===== src/rtl/chip8_mem_arbiter_pkg.sv =====
// Shared types, memory map and address mapping for the CHIP-8 BRAM port-A arbiter.
package chip8_mem_pkg;

  localparam int unsigned MEM_WIDTH      = 8;
  localparam int unsigned MEM_ADDR_WIDTH = 13;

  typedef enum logic [1:0] {
    ReqNone  = 2'd0,
    ReqProc  = 2'd1,
    ReqVideo = 2'd2,
    ReqFlash = 2'd3
  } requester_e;

  localparam logic [1:0] PROC_MEM_TYPE_RAM = 2'd0;
  localparam logic [1:0] PROC_MEM_TYPE_REG = 2'd1;
  localparam logic [1:0] PROC_MEM_TYPE_STK = 2'd2;

  localparam int unsigned RAM_DEPTH  = 4096;
  localparam int unsigned VRAM_DEPTH = 256;
  localparam int unsigned REG_DEPTH  = 23;
  localparam int unsigned STK_DEPTH  = 32;

  localparam int unsigned VRAM_BASE = 4096;
  localparam int unsigned REG_BASE  = 4352;
  localparam int unsigned STK_BASE  = 4375;

  typedef struct packed {
    logic                      we;
    logic [MEM_ADDR_WIDTH-1:0] addr;
    logic [MEM_WIDTH-1:0]      data;
  } stash_t;

  typedef struct packed {
    logic                      ok;
    logic [MEM_ADDR_WIDTH-1:0] addr;
  } map_t;

  function automatic map_t map_addr(requester_e src, logic [1:0] ptype, logic [15:0] addr);
    map_t        m;
    int unsigned a;
    a = 32'(addr);
    m = '0;
    unique case (src)
      ReqProc: begin
        unique case (ptype)
          PROC_MEM_TYPE_RAM: begin
            m.ok   = a < RAM_DEPTH;
            m.addr = MEM_ADDR_WIDTH'(a);
          end
          PROC_MEM_TYPE_REG: begin
            m.ok   = a < REG_DEPTH;
            m.addr = MEM_ADDR_WIDTH'(REG_BASE + a);
          end
          PROC_MEM_TYPE_STK: begin
            m.ok   = a < STK_DEPTH;
            m.addr = MEM_ADDR_WIDTH'(STK_BASE + a);
          end
          default: m = '0;
        endcase
      end
      ReqVideo: begin
        m.ok   = a < VRAM_DEPTH;
        m.addr = MEM_ADDR_WIDTH'(VRAM_BASE + a);
      end
      ReqFlash: begin
        m.ok   = a < RAM_DEPTH;
        m.addr = MEM_ADDR_WIDTH'(a);
      end
      default: m = '0;
    endcase
    return m;
  endfunction

endpackage


===== src/rtl/chip8_mem_arbiter_if.sv =====
// Requester handshakes plus BRAM port-A signals of the memory arbiter.
interface chip8_mem_arbiter_if #(
  parameter int unsigned WIDTH      = 8,
  parameter int unsigned ADDR_WIDTH = 13
);
  logic             proc_valid_in, proc_ready_out, proc_we_in;
  logic [1:0]       proc_type_in;
  logic [11:0]      proc_addr_in;
  logic [WIDTH-1:0] proc_data_in;

  logic             video_valid_in, video_ready_out, video_we_in;
  logic [15:0]      video_addr_in;
  logic [WIDTH-1:0] video_data_in;

  logic             flash_valid_in, flash_ready_out, flash_we_in;
  logic [11:0]      flash_addr_in;
  logic [WIDTH-1:0] flash_data_in;

  logic [ADDR_WIDTH-1:0] mem_addr_out;
  logic                  mem_we_out, mem_en_out;
  logic [WIDTH-1:0]      mem_data_out;

  logic proc_valid_out, video_valid_out, flash_valid_out, err_out;

  modport master (
    output proc_valid_in, proc_we_in, proc_type_in, proc_addr_in, proc_data_in,
    output video_valid_in, video_we_in, video_addr_in, video_data_in,
    output flash_valid_in, flash_we_in, flash_addr_in, flash_data_in,
    input  proc_ready_out, video_ready_out, flash_ready_out,
    input  mem_addr_out, mem_we_out, mem_en_out, mem_data_out,
    input  proc_valid_out, video_valid_out, flash_valid_out, err_out
  );

  modport slave (
    input  proc_valid_in, proc_we_in, proc_type_in, proc_addr_in, proc_data_in,
    input  video_valid_in, video_we_in, video_addr_in, video_data_in,
    input  flash_valid_in, flash_we_in, flash_addr_in, flash_data_in,
    output proc_ready_out, video_ready_out, flash_ready_out,
    output mem_addr_out, mem_we_out, mem_en_out, mem_data_out,
    output proc_valid_out, video_valid_out, flash_valid_out, err_out
  );
endinterface


===== src/rtl/chip8_mem_arbiter_stash.sv =====
// One-entry request buffer: maps the local address at accept time and drops out-of-range requests.
module chip8_mem_stash
  import chip8_mem_pkg::*;
#(
  parameter requester_e Src = ReqProc
) (
  input  logic                 clk,
  input  logic                 rst,
  input  logic                 valid,
  input  logic                 we,
  input  logic [1:0]           ptype,
  input  logic [15:0]          addr,
  input  logic [MEM_WIDTH-1:0] data,
  input  logic                 grant,
  output logic                 ready,
  output logic                 full,
  output stash_t               entry,
  output logic                 err
);
  logic   full_q, err_q, accept;
  stash_t entry_q;
  map_t   m;

  assign m      = map_addr(Src, ptype, addr);
  assign ready  = !full_q;
  assign accept = valid && ready;

  // A full stash blocks accept, so accept and grant never coincide.
  always_ff @(posedge clk or posedge rst) begin
    if (rst) begin
      full_q  <= 1'b0;
      err_q   <= 1'b0;
      entry_q <= '0;
    end else begin
      err_q <= accept && !m.ok;
      if (accept && m.ok) begin
        full_q  <= 1'b1;
        entry_q <= '{we: we, addr: m.addr, data: data};
      end else if (grant) begin
        full_q <= 1'b0;
      end
    end
  end

  assign full  = full_q;
  assign entry = entry_q;
  assign err   = err_q;
endmodule


===== src/rtl/pipeline.sv =====
// Generic fixed-depth delay line with asynchronous clear.
module pipeline #(
  parameter int unsigned WIDTH = 1,
  parameter int unsigned DEPTH = 1
) (
  input  logic             clk,
  input  logic             rst,
  input  logic [WIDTH-1:0] in_data,
  output logic [WIDTH-1:0] out_data
);
  logic [WIDTH-1:0] stage_q [DEPTH];

  always_ff @(posedge clk or posedge rst) begin
    if (rst) begin
      for (int i = 0; i < DEPTH; i++) stage_q[i] <= '0;
    end else begin
      stage_q[0] <= in_data;
      for (int i = 1; i < DEPTH; i++) stage_q[i] <= stage_q[i-1];
    end
  end

  assign out_data = stage_q[DEPTH-1];
endmodule


===== src/rtl/chip8_mem_arbiter.sv =====
// Round-robin arbiter for BRAM port A between processor, video and flash loader, with
// a tag delay line that routes each completion pulse back in step with BRAM read data.
module chip8_mem_arbiter
  import chip8_mem_pkg::*;
#(
  parameter int unsigned WIDTH        = MEM_WIDTH,
  parameter int unsigned ADDR_WIDTH   = MEM_ADDR_WIDTH,
  parameter int unsigned READ_LATENCY = 2
) (
  input logic                clk_in,
  input logic                rst_in,
  chip8_mem_arbiter_if.slave bus
);
  logic [2:0] full, grant, errs;
  stash_t     entry_p, entry_v, entry_f, win_entry;
  logic       found;
  logic [1:0] win_idx, rr_q, rr_d;
  requester_e issue_tag, issue_tag_q, done_tag;

  logic                  mem_en_q, mem_we_q;
  logic [ADDR_WIDTH-1:0] mem_addr_q;
  logic [WIDTH-1:0]      mem_data_q;

  chip8_mem_stash #(.Src(ReqProc)) u_stash_proc (
    .clk(clk_in), .rst(rst_in), .valid(bus.proc_valid_in), .we(bus.proc_we_in),
    .ptype(bus.proc_type_in), .addr({4'b0, bus.proc_addr_in}), .data(bus.proc_data_in),
    .grant(grant[0]), .ready(bus.proc_ready_out), .full(full[0]), .entry(entry_p),
    .err(errs[0])
  );

  chip8_mem_stash #(.Src(ReqVideo)) u_stash_video (
    .clk(clk_in), .rst(rst_in), .valid(bus.video_valid_in), .we(bus.video_we_in),
    .ptype(2'b00), .addr(bus.video_addr_in), .data(bus.video_data_in),
    .grant(grant[1]), .ready(bus.video_ready_out), .full(full[1]), .entry(entry_v),
    .err(errs[1])
  );

  chip8_mem_stash #(.Src(ReqFlash)) u_stash_flash (
    .clk(clk_in), .rst(rst_in), .valid(bus.flash_valid_in), .we(bus.flash_we_in),
    .ptype(2'b00), .addr({4'b0, bus.flash_addr_in}), .data(bus.flash_data_in),
    .grant(grant[2]), .ready(bus.flash_ready_out), .full(full[2]), .entry(entry_f),
    .err(errs[2])
  );

  function automatic logic [1:0] rr_idx(logic [1:0] base, int unsigned off);
    return 2'((32'(base) + off) % 3);
  endfunction

  // Index 0/1/2 = PROC/VIDEO/FLASH; search starts at rr_q.
  always_comb begin
    found   = 1'b0;
    win_idx = 2'd0;
    for (int i = 0; i < 3; i++) begin
      if (!found && full[rr_idx(rr_q, i)]) begin
        found   = 1'b1;
        win_idx = rr_idx(rr_q, i);
      end
    end
    grant     = found ? (3'b001 << win_idx) : 3'b000;
    rr_d      = found ? rr_idx(win_idx, 1) : rr_q;
    issue_tag = found ? requester_e'(win_idx + 2'd1) : ReqNone;
    unique case (win_idx)
      2'd1:    win_entry = entry_v;
      2'd2:    win_entry = entry_f;
      default: win_entry = entry_p;
    endcase
  end

  always_ff @(posedge clk_in or posedge rst_in) begin
    if (rst_in) begin
      rr_q        <= 2'd0;
      mem_en_q    <= 1'b0;
      mem_we_q    <= 1'b0;
      mem_addr_q  <= '0;
      mem_data_q  <= '0;
      issue_tag_q <= ReqNone;
    end else begin
      rr_q        <= rr_d;
      mem_en_q    <= found;
      mem_we_q    <= found && win_entry.we;
      issue_tag_q <= issue_tag;
      if (found) begin
        mem_addr_q <= ADDR_WIDTH'(win_entry.addr);
        mem_data_q <= WIDTH'(win_entry.data);
      end
    end
  end

  // Tag of the issue cycle emerges READ_LATENCY cycles later, aligned with douta.
  pipeline #(.WIDTH(2), .DEPTH(READ_LATENCY)) u_tag_pipe (
    .clk(clk_in), .rst(rst_in), .in_data(issue_tag_q), .out_data(done_tag)
  );

  assign bus.mem_en_out      = mem_en_q;
  assign bus.mem_we_out      = mem_we_q;
  assign bus.mem_addr_out    = mem_addr_q;
  assign bus.mem_data_out    = mem_data_q;
  assign bus.proc_valid_out  = (done_tag == ReqProc);
  assign bus.video_valid_out = (done_tag == ReqVideo);
  assign bus.flash_valid_out = (done_tag == ReqFlash);
  assign bus.err_out         = |errs;
endmodule


===== src/flat_wrapper.sv =====
// flat-port wrapper written by rule: the top's interface ports become plain ports
module chip8_mem_arbiter_flat import chip8_mem_pkg::*;
#(
  parameter int unsigned WIDTH        = MEM_WIDTH,
  parameter int unsigned ADDR_WIDTH   = MEM_ADDR_WIDTH,
  parameter int unsigned READ_LATENCY = 2
)
  (clk_in, rst_in, bus_proc_valid_in, bus_proc_we_in, bus_proc_type_in, bus_proc_addr_in, bus_proc_data_in, bus_video_valid_in, bus_video_we_in, bus_video_addr_in, bus_video_data_in, bus_flash_valid_in, bus_flash_we_in, bus_flash_addr_in, bus_flash_data_in, bus_proc_ready_out, bus_video_ready_out, bus_flash_ready_out, bus_mem_addr_out, bus_mem_we_out, bus_mem_en_out, bus_mem_data_out, bus_proc_valid_out, bus_video_valid_out, bus_flash_valid_out, bus_err_out);
  chip8_mem_arbiter_if #(.WIDTH(WIDTH), .ADDR_WIDTH(ADDR_WIDTH)) bus_i ();
  input logic clk_in;
  input logic rst_in;
  input wire logic [$bits(bus_i.proc_valid_in)-1:0] bus_proc_valid_in;
  input wire logic [$bits(bus_i.proc_we_in)-1:0] bus_proc_we_in;
  input wire logic [$bits(bus_i.proc_type_in)-1:0] bus_proc_type_in;
  input wire logic [$bits(bus_i.proc_addr_in)-1:0] bus_proc_addr_in;
  input wire logic [$bits(bus_i.proc_data_in)-1:0] bus_proc_data_in;
  input wire logic [$bits(bus_i.video_valid_in)-1:0] bus_video_valid_in;
  input wire logic [$bits(bus_i.video_we_in)-1:0] bus_video_we_in;
  input wire logic [$bits(bus_i.video_addr_in)-1:0] bus_video_addr_in;
  input wire logic [$bits(bus_i.video_data_in)-1:0] bus_video_data_in;
  input wire logic [$bits(bus_i.flash_valid_in)-1:0] bus_flash_valid_in;
  input wire logic [$bits(bus_i.flash_we_in)-1:0] bus_flash_we_in;
  input wire logic [$bits(bus_i.flash_addr_in)-1:0] bus_flash_addr_in;
  input wire logic [$bits(bus_i.flash_data_in)-1:0] bus_flash_data_in;
  output wire logic [$bits(bus_i.proc_ready_out)-1:0] bus_proc_ready_out;
  output wire logic [$bits(bus_i.video_ready_out)-1:0] bus_video_ready_out;
  output wire logic [$bits(bus_i.flash_ready_out)-1:0] bus_flash_ready_out;
  output wire logic [$bits(bus_i.mem_addr_out)-1:0] bus_mem_addr_out;
  output wire logic [$bits(bus_i.mem_we_out)-1:0] bus_mem_we_out;
  output wire logic [$bits(bus_i.mem_en_out)-1:0] bus_mem_en_out;
  output wire logic [$bits(bus_i.mem_data_out)-1:0] bus_mem_data_out;
  output wire logic [$bits(bus_i.proc_valid_out)-1:0] bus_proc_valid_out;
  output wire logic [$bits(bus_i.video_valid_out)-1:0] bus_video_valid_out;
  output wire logic [$bits(bus_i.flash_valid_out)-1:0] bus_flash_valid_out;
  output wire logic [$bits(bus_i.err_out)-1:0] bus_err_out;
  assign bus_i.proc_valid_in = bus_proc_valid_in;
  assign bus_i.proc_we_in = bus_proc_we_in;
  assign bus_i.proc_type_in = bus_proc_type_in;
  assign bus_i.proc_addr_in = bus_proc_addr_in;
  assign bus_i.proc_data_in = bus_proc_data_in;
  assign bus_i.video_valid_in = bus_video_valid_in;
  assign bus_i.video_we_in = bus_video_we_in;
  assign bus_i.video_addr_in = bus_video_addr_in;
  assign bus_i.video_data_in = bus_video_data_in;
  assign bus_i.flash_valid_in = bus_flash_valid_in;
  assign bus_i.flash_we_in = bus_flash_we_in;
  assign bus_i.flash_addr_in = bus_flash_addr_in;
  assign bus_i.flash_data_in = bus_flash_data_in;
  assign bus_proc_ready_out = bus_i.proc_ready_out;
  assign bus_video_ready_out = bus_i.video_ready_out;
  assign bus_flash_ready_out = bus_i.flash_ready_out;
  assign bus_mem_addr_out = bus_i.mem_addr_out;
  assign bus_mem_we_out = bus_i.mem_we_out;
  assign bus_mem_en_out = bus_i.mem_en_out;
  assign bus_mem_data_out = bus_i.mem_data_out;
  assign bus_proc_valid_out = bus_i.proc_valid_out;
  assign bus_video_valid_out = bus_i.video_valid_out;
  assign bus_flash_valid_out = bus_i.flash_valid_out;
  assign bus_err_out = bus_i.err_out;
  chip8_mem_arbiter #(.WIDTH(WIDTH), .ADDR_WIDTH(ADDR_WIDTH), .READ_LATENCY(READ_LATENCY)) u_core (.clk_in(clk_in), .rst_in(rst_in), .bus(bus_i));
endmodule

===== config.mk =====
export PLATFORM = sky130hd
export DESIGN_NAME = chip8_mem_arbiter_flat
export DESIGN_NICKNAME = d
export VERILOG_FILES = /design/src/rtl/chip8_mem_arbiter_pkg.sv /design/src/rtl/chip8_mem_arbiter_if.sv /design/src/rtl/chip8_mem_arbiter_stash.sv /design/src/rtl/pipeline.sv /design/src/rtl/chip8_mem_arbiter.sv /design/src/flat_wrapper.sv
export SDC_FILE = /design/constraint.sdc
export NUM_CORES = 1
export LEC_CHECK = 0
export CAP_MARGIN = 5
export CORE_ASPECT_RATIO = 1.75
export CORE_MARGIN = 3
export CORE_UTILIZATION = 56
export DETAILED_ROUTE_END_ITERATION = 12
export DONT_BUFFER_PORTS = 1
export PLACE_DENSITY = 0.71
export SKIP_CTS_REPAIR_TIMING = 1
export SLEW_MARGIN = 20
export SYNTH_ARGS = -nofsm -noshare
export SYNTH_HDL_FRONTEND = slang
export SYNTH_SLANG_ARGS = --single-unit

===== constraint.sdc =====
create_clock -name clk_in -period 4.7 [get_ports clk_in]
set_input_delay 0.705 -clock clk_in [delete_from_list [all_inputs] [get_ports clk_in]]
set_output_delay 0.705 -clock clk_in [all_outputs]
set_load 0.005 [all_outputs]

==> summary.txt <==
Flow results.

- The flow ran to the end, and the final reports show no timing, DRC or antenna violations.
- For this run, the leading register cell type out of synthesis is dfrtp_1.
- The clock net in this run drives a total of 101 sinks.
- The final estimated routing congestion in global placement is 0.901.
- Per the layout report, the design carries 736 filler cells.
- The sum of internal, switching and leakage power is 4.58 mW.
- The CTS tree is built.
- The yosys warning tally is 0.
- Switching power as a fraction of the total was reported as 43.0%.
- STA lists the endpoint of the worst register-to-register path as u_core.bus.mem_addr_out[9]$_DFFE_PP0N_.
- Per the GRT congestion report, total overflow comes to 0.
- Yosys reported that registers with async set or reset make up 100%.
- The cell internal power dissipation is 2.61 mW.
- Per STA, the worst path accumulates the most delay in the family AND-OR/OR-AND gates.
- Combinational cells account for 51.7% of the total power.
- The startpoint identified for the worst hold timing path is u_core.issue_tag_q[1]$_DFF_PP0_.
- The ratio of total power to cell area is 831 nW/um^2.
- For this block, the via count after detailed routing is 3676.
- The height of the chip is 132 um.
- The initial detailed-routing violation count is 252.
- Entering global routing, the biggest net connects 67 pins.
- The multiplexer fraction of the synthesized cell area is 11.8%.
- Each instance of the synthesized netlist takes up on average 10.9 sq um.
- The H-tree level count is 3.
- The report counts max-capacitance violations totalling 0.
- In this run the worst setup path begins at u_core.rr_q[0]$_DFFE_PP0N_.
- For reference, the critical path cell chain is inv_1, ha_1, mux2i_1, o22a_1, o21ai_0, a211oi_1, inv_1, ha_1, buf_4, nor2b_2, buf_4, nand2_1, a2bb2oi_1, o221ai_1, a21o_1.
- STA classifies the critical path endpoint as a register.
- Synthesis produced a netlist with a net count of 556.
- The area of the core is 8780 sq um.
- The synthesized cell area is 5120 sq um.
- The synthesis run identifies the leading combinational cell family as AND-OR/OR-AND gates.
- The worst hold path was traced through 0 stages.
- Setup repair after global routing left no endpoint under its margin.
- The first-pass iteration count of the detailed router is 4.
- Per the run report, area growth between synthesis and finish was 7.70%.
- The wire length of the first global-routing pass is 19700 um.
- During placement, the flow inserted port buffers numbering 0.
- Per the timing report, the achievable frequency comes out to 245 MHz.
- In this run the horizontal extent of the chip is 78.3 um.
- The maximum fanout along the worst path is 32.
- The share of the clock period used by the worst path after layout is 86.8%.
- The slowest cell on the critical path is a211oi_1.
-- per-stage QoR --
stage	hold slack, ps	instance area, sq um	instances	worst slack, ps
after floorplan	331	5120	468	1290
after global placement	334	5200	566	969
after detailed placement	337	5200	566	714
after CTS	352	5510	582	703
after global routing	359	5510	582	349
final	350	5510	582	620
-- sequential cells by signal, summed over array words and instances, names as in the netlist --
name	flops
u_core.u_stash_video.err	1
u_core.u_stash_flash.full	1
u_core.u_tag_pipe.stage_q	2
u_core.issue_tag_q	2
u_core.rr_q	2
u_core.bus.mem_we_out	1
u_core.bus.mem_en_out	1
u_core.u_stash_video.entry	22
u_core.u_stash_video.full	1
u_core.bus.mem_data_out	8
u_core.u_stash_flash.entry	21
u_core.bus.mem_addr_out	13
u_core.u_stash_proc.entry	22
u_core.u_stash_proc.full	1
u_core.u_tag_pipe.out_data	2
u_core.u_stash_proc.err	1
-- power by group through the flow --
stage | logic (mW) | registers (mW) | clock network (mW)
3_3_place_gp | 2.23 | 1.47 | 0
3_5_place_dp | 2.34 | 1.47 | 0
6_report | 2.37 | 1.46 | 0.758
5_1_grt | 2.60 | 1.49 | 0.803
4_1_cts | 2.35 | 1.46 | 0.768
2_1_floorplan | 1.82 | 1.37 | 0
-- layer usage --
metal | global-route usage, % | wire length (um)
met5 | 0 | 0
met4 | 11.1 | 410
met3 | 5.93 | 763
met2 | 42.4 | 6390
met1 | 27.6 | 4650
-- cell type report --
| cell class | instances | share of cell area, % |
|---|---|---|
| sequential | 101 | 45.8 |
| multi-input combinational | 319 | 43.0 |
| clock buffer | 11 | 4.40 |
| tap | 117 | 2.66 |
| timing repair buffer | 13 | 1.77 |
| clock inverter | 5 | 1.20 |
| inverter | 16 | 1.13 |
-- cells in the mapped netlist (all sizes together) (2+ instances only) --
| cell | number | area share (%) |
|---|---|---|
| a211o | 13 | 2.2 |
| a21o | 9 | 1.3 |
| a21oi | 16 | 1.6 |
| a22oi | 3 | 0.44 |
| a2bb2oi | 6 | 1.0 |
| a31oi | 3 | 0.73 |
| a32oi | 13 | 2.2 |
| and2 | 6 | 0.73 |
| and3 | 2 | 0.24 |
| buf | 14 | 1.9 |
| clkbuf | 18 | 1.3 |
| dfrtp | 101 | 49 |
| ha | 14 | 3.4 |
| inv | 15 | 1.1 |
| mux2 | 48 | 11 |
| mux2i | 5 | 0.98 |
| nand2 | 39 | 2.9 |
| nand2b | 3 | 0.37 |
| nand3 | 3 | 0.29 |
| nand3b | 3 | 0.44 |
| nand4 | 21 | 2.6 |
| nor2 | 37 | 2.7 |
| nor2b | 8 | 0.98 |
| nor3 | 2 | 0.20 |
| nor3b | 3 | 0.64 |
| o21a | 3 | 0.44 |
| o21ai | 23 | 2.2 |
| o221ai | 7 | 1.3 |
| o22a | 3 | 0.51 |
| o31ai | 4 | 0.86 |
| or2 | 2 | 0.24 |
| or4 | 2 | 0.29 |
| xnor2 | 2 | 0.34 |
| xor2 | 5 | 0.86 |
Figure 1. Wire density map.
The bar under the picture is 20 um long. 16 x 26 tiles, from dark purple (low) to yellow (high), scaled to the fullest tile. Values are wire area over tile area, all layers added.
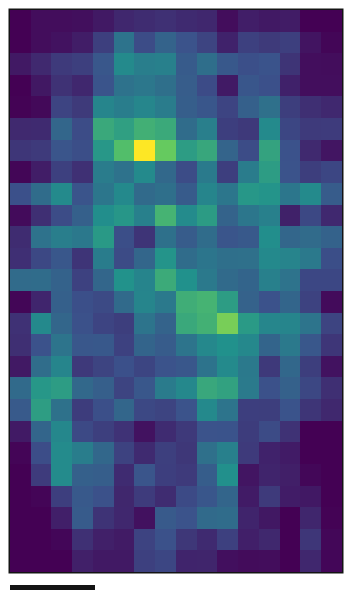
densest ninth of the die = centre
nearly empty tiles = 8.2%
fullest tile = 0.74
all-layer global routing usage: 24.3%
mean routed wirelength per cell: 21.0 um

Figure 2. Where the registers sit.
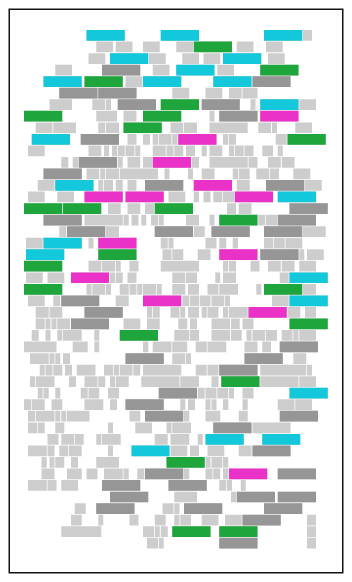
magenta -> `u_core.bus.mem_addr_out`  # placed flops 13
green -> `u_core.u_stash_video.entry`  # placed flops 22, where widely spread
cyan -> `u_core.u_stash_flash.entry`  # placed flops 21, where widely spread
sequential cell area in the final layout: 2530 sq um
register fraction of the total cell area: 45.8%
final core utilization: 62.8%

Power is estimated from default activity; no workload was simulated.
